**Register map, names as in the netlist**

Drawn at 6 px/um. Other sequential cells in the stronger gray, the rest of the logic in the fainter gray.
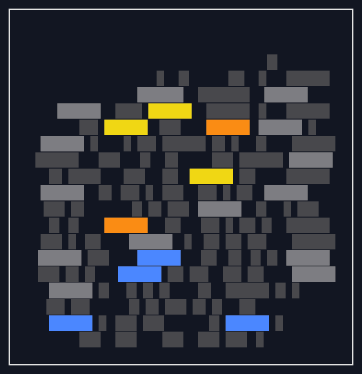
**Drive-strength map**

Drawn at 6 px/um.
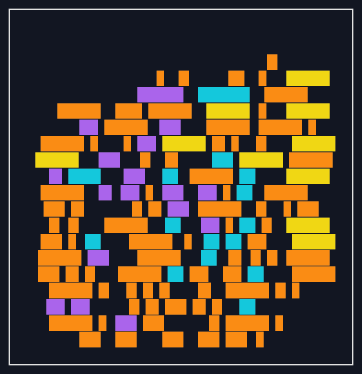
**M3 wires**

Drawn at 4 px/um. Cells faint in the background.
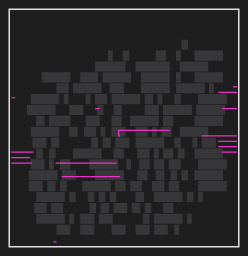
<file path="src/rtl/serial_subtractor_if.sv">
// Start/done handshake bundle for serial_subtractor.
// SERIAL_SUB_OVERFLOW_EN adds the two's-complement overflow flag ovf.
interface serial_subtractor_if #(
    parameter int WIDTH = 4
);
    logic             start;
    logic [WIDTH-1:0] a;
    logic [WIDTH-1:0] b;
    logic             bin;
    logic             busy;
    logic             done;
    logic [WIDTH-1:0] diff;
    logic             bout;
`ifdef SERIAL_SUB_OVERFLOW_EN
    logic             ovf;

    modport master (output start, a, b, bin, input busy, done, diff, bout, ovf);
    modport slave  (input start, a, b, bin, output busy, done, diff, bout, ovf);
`else
    modport master (output start, a, b, bin, input busy, done, diff, bout);
    modport slave  (input start, a, b, bin, output busy, done, diff, bout);
`endif
endinterface

</file>
<file path="src/rtl/serial_subtractor.sv">
// Bit-serial subtractor: diff = a - b - bin, LSB first, one full-subtractor cell per cycle.
// Optional macro SERIAL_SUB_OVERFLOW_EN adds the ovf output (signed overflow).
module serial_subtractor #(
    parameter int WIDTH = 4
) (
    input logic                clk,
    input logic                rst_n,
    serial_subtractor_if.slave bus
);
    localparam int CNT_W = $clog2(WIDTH);
    localparam logic [CNT_W-1:0] CNT_LAST = CNT_W'(WIDTH - 1);

    typedef enum logic [1:0] {
        ST_IDLE  = 2'd0,
        ST_SHIFT = 2'd1,
        ST_DONE  = 2'd2
    } state_t;

    function automatic logic full_sub_diff(input logic x, input logic y, input logic bi);
        return x ^ y ^ bi;
    endfunction

    function automatic logic full_sub_borrow(input logic x, input logic y, input logic bi);
        return (~x & y) | (~(x ^ y) & bi);
    endfunction

    state_t           state_q, state_d;
    logic [CNT_W-1:0] cnt_q, cnt_d;
    logic [WIDTH-1:0] a_sr_q, a_sr_d;
    logic [WIDTH-1:0] b_sr_q, b_sr_d;
    logic [WIDTH-1:0] res_q, res_d;
    logic             brw_q, brw_d;
    logic             busy_q, busy_d;
    logic             done_q, done_d;
    logic [WIDTH-1:0] diff_q, diff_d;
    logic             bout_q, bout_d;
    logic             ovf_q, ovf_d;
    logic             d_bit_s;
    logic             brw_nxt_s;
    logic [WIDTH-1:0] res_shift_s;

    assign d_bit_s     = full_sub_diff(a_sr_q[0], b_sr_q[0], brw_q);
    assign brw_nxt_s   = full_sub_borrow(a_sr_q[0], b_sr_q[0], brw_q);
    assign res_shift_s = {d_bit_s, res_q[WIDTH-1:1]};

    // Next-state, datapath and registered-output decode.
    always_comb begin
        state_d = state_q;
        cnt_d   = cnt_q;
        a_sr_d  = a_sr_q;
        b_sr_d  = b_sr_q;
        res_d   = res_q;
        brw_d   = brw_q;
        diff_d  = diff_q;
        bout_d  = bout_q;
        ovf_d   = ovf_q;
        case (state_q)
            ST_IDLE, ST_DONE: begin
                if (bus.start) begin
                    state_d = ST_SHIFT;
                    cnt_d   = '0;
                    a_sr_d  = bus.a;
                    b_sr_d  = bus.b;
                    res_d   = '0;
                    brw_d   = bus.bin;
                end else begin
                    state_d = ST_IDLE;
                end
            end
            ST_SHIFT: begin
                res_d  = res_shift_s;
                a_sr_d = {1'b0, a_sr_q[WIDTH-1:1]};
                b_sr_d = {1'b0, b_sr_q[WIDTH-1:1]};
                brw_d  = brw_nxt_s;
                cnt_d  = cnt_q + CNT_W'(1);
                if (cnt_q == CNT_LAST) begin
                    // Ports change only here, so no partial result is ever visible.
                    state_d = ST_DONE;
                    cnt_d   = '0;
                    diff_d  = res_shift_s;
                    bout_d  = brw_nxt_s;
                    ovf_d   = brw_q ^ brw_nxt_s;
                end else begin
                    state_d = ST_SHIFT;
                end
            end
            default: begin
                state_d = ST_IDLE;
            end
        endcase
        busy_d = (state_d == ST_SHIFT);
        done_d = (state_d == ST_DONE);
    end

    // State and output registers with synchronous active-low reset.
    always_ff @(posedge clk) begin
        if (!rst_n) begin
            state_q <= ST_IDLE;
            cnt_q   <= '0;
            a_sr_q  <= '0;
            b_sr_q  <= '0;
            res_q   <= '0;
            brw_q   <= 1'b0;
            busy_q  <= 1'b0;
            done_q  <= 1'b0;
            diff_q  <= '0;
            bout_q  <= 1'b0;
            ovf_q   <= 1'b0;
        end else begin
            state_q <= state_d;
            cnt_q   <= cnt_d;
            a_sr_q  <= a_sr_d;
            b_sr_q  <= b_sr_d;
            res_q   <= res_d;
            brw_q   <= brw_d;
            busy_q  <= busy_d;
            done_q  <= done_d;
            diff_q  <= diff_d;
            bout_q  <= bout_d;
            ovf_q   <= ovf_d;
        end
    end

    assign bus.busy = busy_q;
    assign bus.done = done_q;
    assign bus.diff = diff_q;
    assign bus.bout = bout_q;
`ifdef SERIAL_SUB_OVERFLOW_EN
    assign bus.ovf  = ovf_q;
`else
    logic unused_ovf_s;
    assign unused_ovf_s = ovf_q;
`endif
endmodule
</file>
<file path="src/flat_wrapper.sv">
// flat-port wrapper written by rule: the top's interface ports become plain ports
module serial_subtractor_flat 
#(
    parameter int WIDTH = 4
)
  (clk, rst_n, bus_start, bus_a, bus_b, bus_bin, bus_busy, bus_done, bus_diff, bus_bout);
  serial_subtractor_if #(.WIDTH(WIDTH)) bus_i ();
  input logic clk;
  input logic rst_n;
  input wire logic [$bits(bus_i.start)-1:0] bus_start;
  input wire logic [$bits(bus_i.a)-1:0] bus_a;
  input wire logic [$bits(bus_i.b)-1:0] bus_b;
  input wire logic [$bits(bus_i.bin)-1:0] bus_bin;
  output wire logic [$bits(bus_i.busy)-1:0] bus_busy;
  output wire logic [$bits(bus_i.done)-1:0] bus_done;
  output wire logic [$bits(bus_i.diff)-1:0] bus_diff;
  output wire logic [$bits(bus_i.bout)-1:0] bus_bout;
  assign bus_i.start = bus_start;
  assign bus_i.a = bus_a;
  assign bus_i.b = bus_b;
  assign bus_i.bin = bus_bin;
  assign bus_busy = bus_i.busy;
  assign bus_done = bus_i.done;
  assign bus_diff = bus_i.diff;
  assign bus_bout = bus_i.bout;
  serial_subtractor #(.WIDTH(WIDTH)) u_core (.clk(clk), .rst_n(rst_n), .bus(bus_i));
endmodule
</file>
<file path="config.mk">
export PLATFORM = sky130hd
export DESIGN_NAME = serial_subtractor_flat
export DESIGN_NICKNAME = d
export VERILOG_FILES = /design/src/rtl/serial_subtractor_if.sv /design/src/rtl/serial_subtractor.sv /design/src/flat_wrapper.sv
export SDC_FILE = /design/constraint.sdc
export NUM_CORES = 1
export LEC_CHECK = 0
export ABC_CLOCK_PERIOD_IN_PS = 1300
export CELL_PAD_IN_SITES_DETAIL_PLACEMENT = 1
export CELL_PAD_IN_SITES_GLOBAL_PLACEMENT = 1
export CORE_AREA = 2 2 55 57
export CTS_CLUSTER_DIAMETER = 150
export CTS_CLUSTER_SIZE = 20
export DETAILED_ROUTE_END_ITERATION = 10
export DIE_AREA = 0 0 57 59
export PLACE_DENSITY = 0.84
export REMOVE_ABC_BUFFERS = 1
export SYNTH_ARGS = -nofsm -noshare
export SYNTH_HDL_FRONTEND = slang
export SYNTH_SLANG_ARGS = --single-unit
</file>
<file path="constraint.sdc">
create_clock -name clk -period 1.3 [get_ports clk]
set_input_delay 0.26 -clock clk [delete_from_list [all_inputs] [get_ports clk]]
set_output_delay 0.26 -clock clk [all_outputs]
set_load 0.1 [all_outputs]
</file>
==> results.txt <==
From the run reports.

- The overflow left after global routing reads 0.
- The number of hold violations in the final report is 0.
- The share of the synthesized area in the top cell type reads 0.4583.
- The endpoint kind of the worst setup timing path reads a flip-flop.
- The final antenna-violating net count reads 0.
- For reference, the placement row count at floorplan is 19.
- In this run the count of I/O pins placed on the die edge is 19.
- The transition time at the pin with the least slew margin reads 0.2642 ns.
- The mapped netlist covers 1005 um2.
- Grouping non-sequential cells by family puts the most area in simple AND/OR/NAND/NOR gates.
- The top cell types in the final layout, fill and taps aside, are sky130_fd_sc_hd__dfxtp_1 (22), sky130_fd_sc_hd__clkdlybuf4s50_1 (11), sky130_fd_sc_hd__nand2_1 (10), sky130_fd_sc_hd__nor3_1 (10), sky130_fd_sc_hd__buf_12 (10).
- The detailed router reports a met2 wire length of 1235 um.
- The fraction of the mapped netlist area in compound gates is 0.1669.
- According to the timing report, the arrival time at the worst endpoint equals 1.49 ns.
- The core utilization of the finished layout is 0.5092.
- The instance count of the mapped netlist is 102.
- The final HPWL from detailed placement is 1753 um.
- The number of antenna violations at the first check in global routing is 0.
- The worst setup skew after layout is 0.009603 ns.
- OpenSTA, run right after detailed placement, puts the worst setup slack at -0.1333 ns.
- The setup slack of the worst register-to-register path is 0.08 ns.
- The flip-flop cell with the highest count after synthesis reads sky130_fd_sc_hd__dfxtp_1.
- The finished design was reported to have a net count of 142.
- The clock insertion delay at the later pin of the skew report is 0.32 ns.
- After floorplanning, the die was sized to cover 3363 um2.
- The number of synthesized register bits is 23.
- The DRC violation total after the first TritonRoute iteration reads 9.
- The total iterations of the first detailed-routing run is 4.
- Looking at the clock tree report, the H-tree level count equals 1.
- The synthesis-to-layout area growth reads 37.36%.
- The peak ir drop on the vdd network is 0.7812 mV.
- The root buffer cell is sky130_fd_sc_hd__clkbuf_4.
- The cell area power density is 1027 nW/um2.
- Counting the warning lines in the Yosys log gives 0.
- For this configuration, the core starts out at a cell density of 0.3707.
- The clock passes through at most 2 buffers.
- The post-layout minimum cycle time is 1.223 ns.
- For this design, Yosys synthesis ends with a cell count of 102.
- The routed layout has 837 vias.
- The post-synthesis share of cell area spent on full adders, half adders and majority gates reads 0.03238.
- The final setup violation count is 0.
- The final number of max-transition violations reads 0.
- The count of buffers from port buffering reads 18.
- The vertical die size is 59 um.
- The total core area reads 2710 um2.
- OpenROAD emitted warnings numbering 25.
- The largest net degree at the start of global routing is 18.
- The cell type with the highest aggregate area in the netlist reads sky130_fd_sc_hd__dfxtp_1.
- The worst slew margin relative to its limit reads 0.8233.
- The path class of the tightest hold or removal check is reg2reg.
- The TritonCTS buffer count reads 3.
- The post-route setup TNS is 0 ns.
- The type of element launching the critical path reads a flip-flop.
- TritonCTS built the clock tree.
- Along the worst path, the maximum fanout reaches 4.
- The total cell area reported by yosys after synthesis reads 1005 um2.
- Final hold analysis gives a worst-case slack of 0.4802 ns.
- By instance count after routing, the leading logic cell type is sky130_fd_sc_hd__dfxtp_1.
- The global-route usage over all layers is 0.1558.
- The count of flip-flops with a built-in enable after synthesis reads 0.
- The number of global-route vias before repair is 859.
- The diode insertion count for antenna repair reads 0.
- The area fraction in xor and xnor cells is 0.
- The highest clock frequency the design can meet is 0.8175 GHz.
- The highest layer used for signal routing is met4.
- The clock edge transition at the registers on the reported setup and hold paths reads 0.13 ns.
- The worst path required time is 1.57 ns.
- The fraction of the mapped netlist area in simple logic gates reads 0.2453.
- The share of the cycle needed by the critical path after routing reads 0.9410.
- The number of remaining DRC errors is 0.
- Setup repair after global routing left no endpoint under its margin.
- The number of maximum-capacitance constraint violations reads 0.
- The wire length of the first global-routing pass reads 4029 um.
- The count of cell types in the netlist reads 28.
- The run finished with clean final reports.
- In this run the horizontal extent of the chip is 57 um.
- Of the cells placed in the final design, the portion with a size suffix greater than 1 is 0.3307.
- The fraction of registers with async set/reset is 0.
- The global placement routability congestion reads 0.7557.
- The startpoint-to-endpoint class of the critical path is reg2reg.
- The reported leakage power reads 0.0004944 uW.
- Sorting the synthesized cells by area gives the leading types as sky130_fd_sc_hd__dfxtp_1 (46%), sky130_fd_sc_hd__nand3_2 (7.0%), sky130_fd_sc_hd__a21oi_2 (5.2%).
- TritonCTS reports the number of clock sinks as 23.
- The met1 layer wirelength in the final routing reads 1091 um.
- The detail-routed net length per standard cell is 15.42 um.
- The routed wire length on met3 is 88 um.
- The fill cell instance count of the final layout reads 321.
- The per-instance average area after synthesis is 9.850 um2.
- Summing all multiplexer cells gives an area fraction of 0.
- The sequential element share of the synthesized area is 0.4583.
- The vias per cell reads 5.297.
-- 'register map, names as in the netlist' (at the start) --
- u_core.state_q: orange (placed flops 2)
- u_core.b_sr_q: blue (placed flops 4)
- u_core.res_q: yellow (placed flops 3)
flip-flop and latch share of the layout cell area: 0.3345
total sequential power: 774 uW

-- 'drive-strength map' (at the start) --
- drive 3 to 4: cyan (cells 15; share 12%)
- drive 1 or less: orange (cells 85; share 67%)
- drive 6 and up: yellow (cells 10; share 7.9%)
- drive 2: purple (cells 17; share 13%)
area of all placed cells without fillers: 1380 um2
Repair and plain buffers: 30
post-layout worst setup margin: 0.07673 ns

-- 'M3 wires' (at the start) --
- main direction: horizontal
- wire length on this layer: 89.0 um
global routing usage on met3: 0.04148
routed wire length: 2436 um

## registers in the layout (all words and copies together), names as in the netlist, 2 cells and up
signal	count
u_core.a_sr_q	4
u_core.b_sr_q	4
u_core.bus.diff	4
u_core.res_q	3
u_core.cnt_q	2
u_core.state_q	2
## worst paths after layout
check                                     start  depth (start not counted)              end
worst max-delay path            u_core.cnt_q[0]                          5  u_core.cnt_q[0]
worst min-delay path            u_core.res_q[1]                          2  u_core.res_q[1]
worst max register to register  u_core.cnt_q[0]                          5  u_core.cnt_q[0]
worst min register to register  u_core.res_q[1]                          2  u_core.res_q[1]
## report_power, final
group / switching, uW / internal [uW] / total (uW)
combinational: 149 / 154 / 303
clock: 220 / 120 / 340
sequential: 30.3 / 744 / 774
## worst max-delay path, stage by stage, from the launching register on
cell and delay, ns:
sky130_fd_sc_hd__dfxtp_2 0.37, sky130_fd_sc_hd__ha_1 0.24, sky130_fd_sc_hd__buf_4 0.17, sky130_fd_sc_hd__nor4b_4 0.22
sky130_fd_sc_hd__a31oi_1 0.08, sky130_fd_sc_hd__nor2_1 0.08
## kinds of logic (layout without fill, tap and decap cells)
logic type	after synthesis	count (layout)
AND-OR/OR-AND	23	23
adder cells (fa/ha/maj)	2	2
buffers and inverters	12	37
flip-flops	23	23
AND/OR/NAND/NOR	42	42
## area by class of cell
| type | instances | area [um2] | share of cell area |
|---|---|---|---|
| multi-input combinational | 67 | 464.2 | 0.3364 |
| sequential | 23 | 461.7 | 0.3345 |
| timing repair buffer | 30 | 377.9 | 0.2738 |
| tap | 31 | 38.79 | 0.02811 |
| clock buffer | 4 | 26.28 | 0.01904 |
| inverter | 3 | 11.26 | 0.008160 |
## timing repair
item | in CTS | in global routing
setup buffers | 0 | 3
hold buffers | 0 | 0
gates resized | 1 | 3
setup endpoints to repair | 1 | 4
## Yosys cell counts, types with 2 or more instances
| cell | n |
|---|---|
| sky130_fd_sc_hd__nand2_1 | 10 |
| sky130_fd_sc_hd__buf_6 | 3 |
| sky130_fd_sc_hd__nand2b_1 | 2 |
| sky130_fd_sc_hd__nor2_2 | 2 |
| sky130_fd_sc_hd__nor2_1 | 3 |
| sky130_fd_sc_hd__a21oi_2 | 6 |
| sky130_fd_sc_hd__a21oi_1 | 6 |
| sky130_fd_sc_hd__a31oi_1 | 2 |
| sky130_fd_sc_hd__nand3_1 | 4 |
| sky130_fd_sc_hd__nor3_1 | 10 |
| sky130_fd_sc_hd__clkbuf_1 | 2 |
| sky130_fd_sc_hd__dfxtp_1 | 23 |
| sky130_fd_sc_hd__buf_2 | 2 |
| sky130_fd_sc_hd__nand3_2 | 7 |
| sky130_fd_sc_hd__o22ai_1 | 5 |
| sky130_fd_sc_hd__inv_1 | 3 |
## metrics by stage
| step | std cells | total power, uW | area, um2 |
|---|---|---|---|
| finish | 158 | 1417 | 1380 |
| global route | 158 | 1491 | 1380 |
| global placement | 151 | 1052 | 1300 |
| floorplan | 93 | 936.0 | 918.4 |
| detailed placement | 151 | 1064 | 1300 |
| CTS | 155 | 1401 | 1333 |
## layer usage
layer / vias to the layer above / track usage
met5: - / 0
met4: 0 / 0.04983
met3: 2 / 0.04148
met2: 19 / 0.2594
met1: 403 / 0.1981
li1: 413 / -
Power figures rest on the tool's default switching activity, not on a simulated workload.
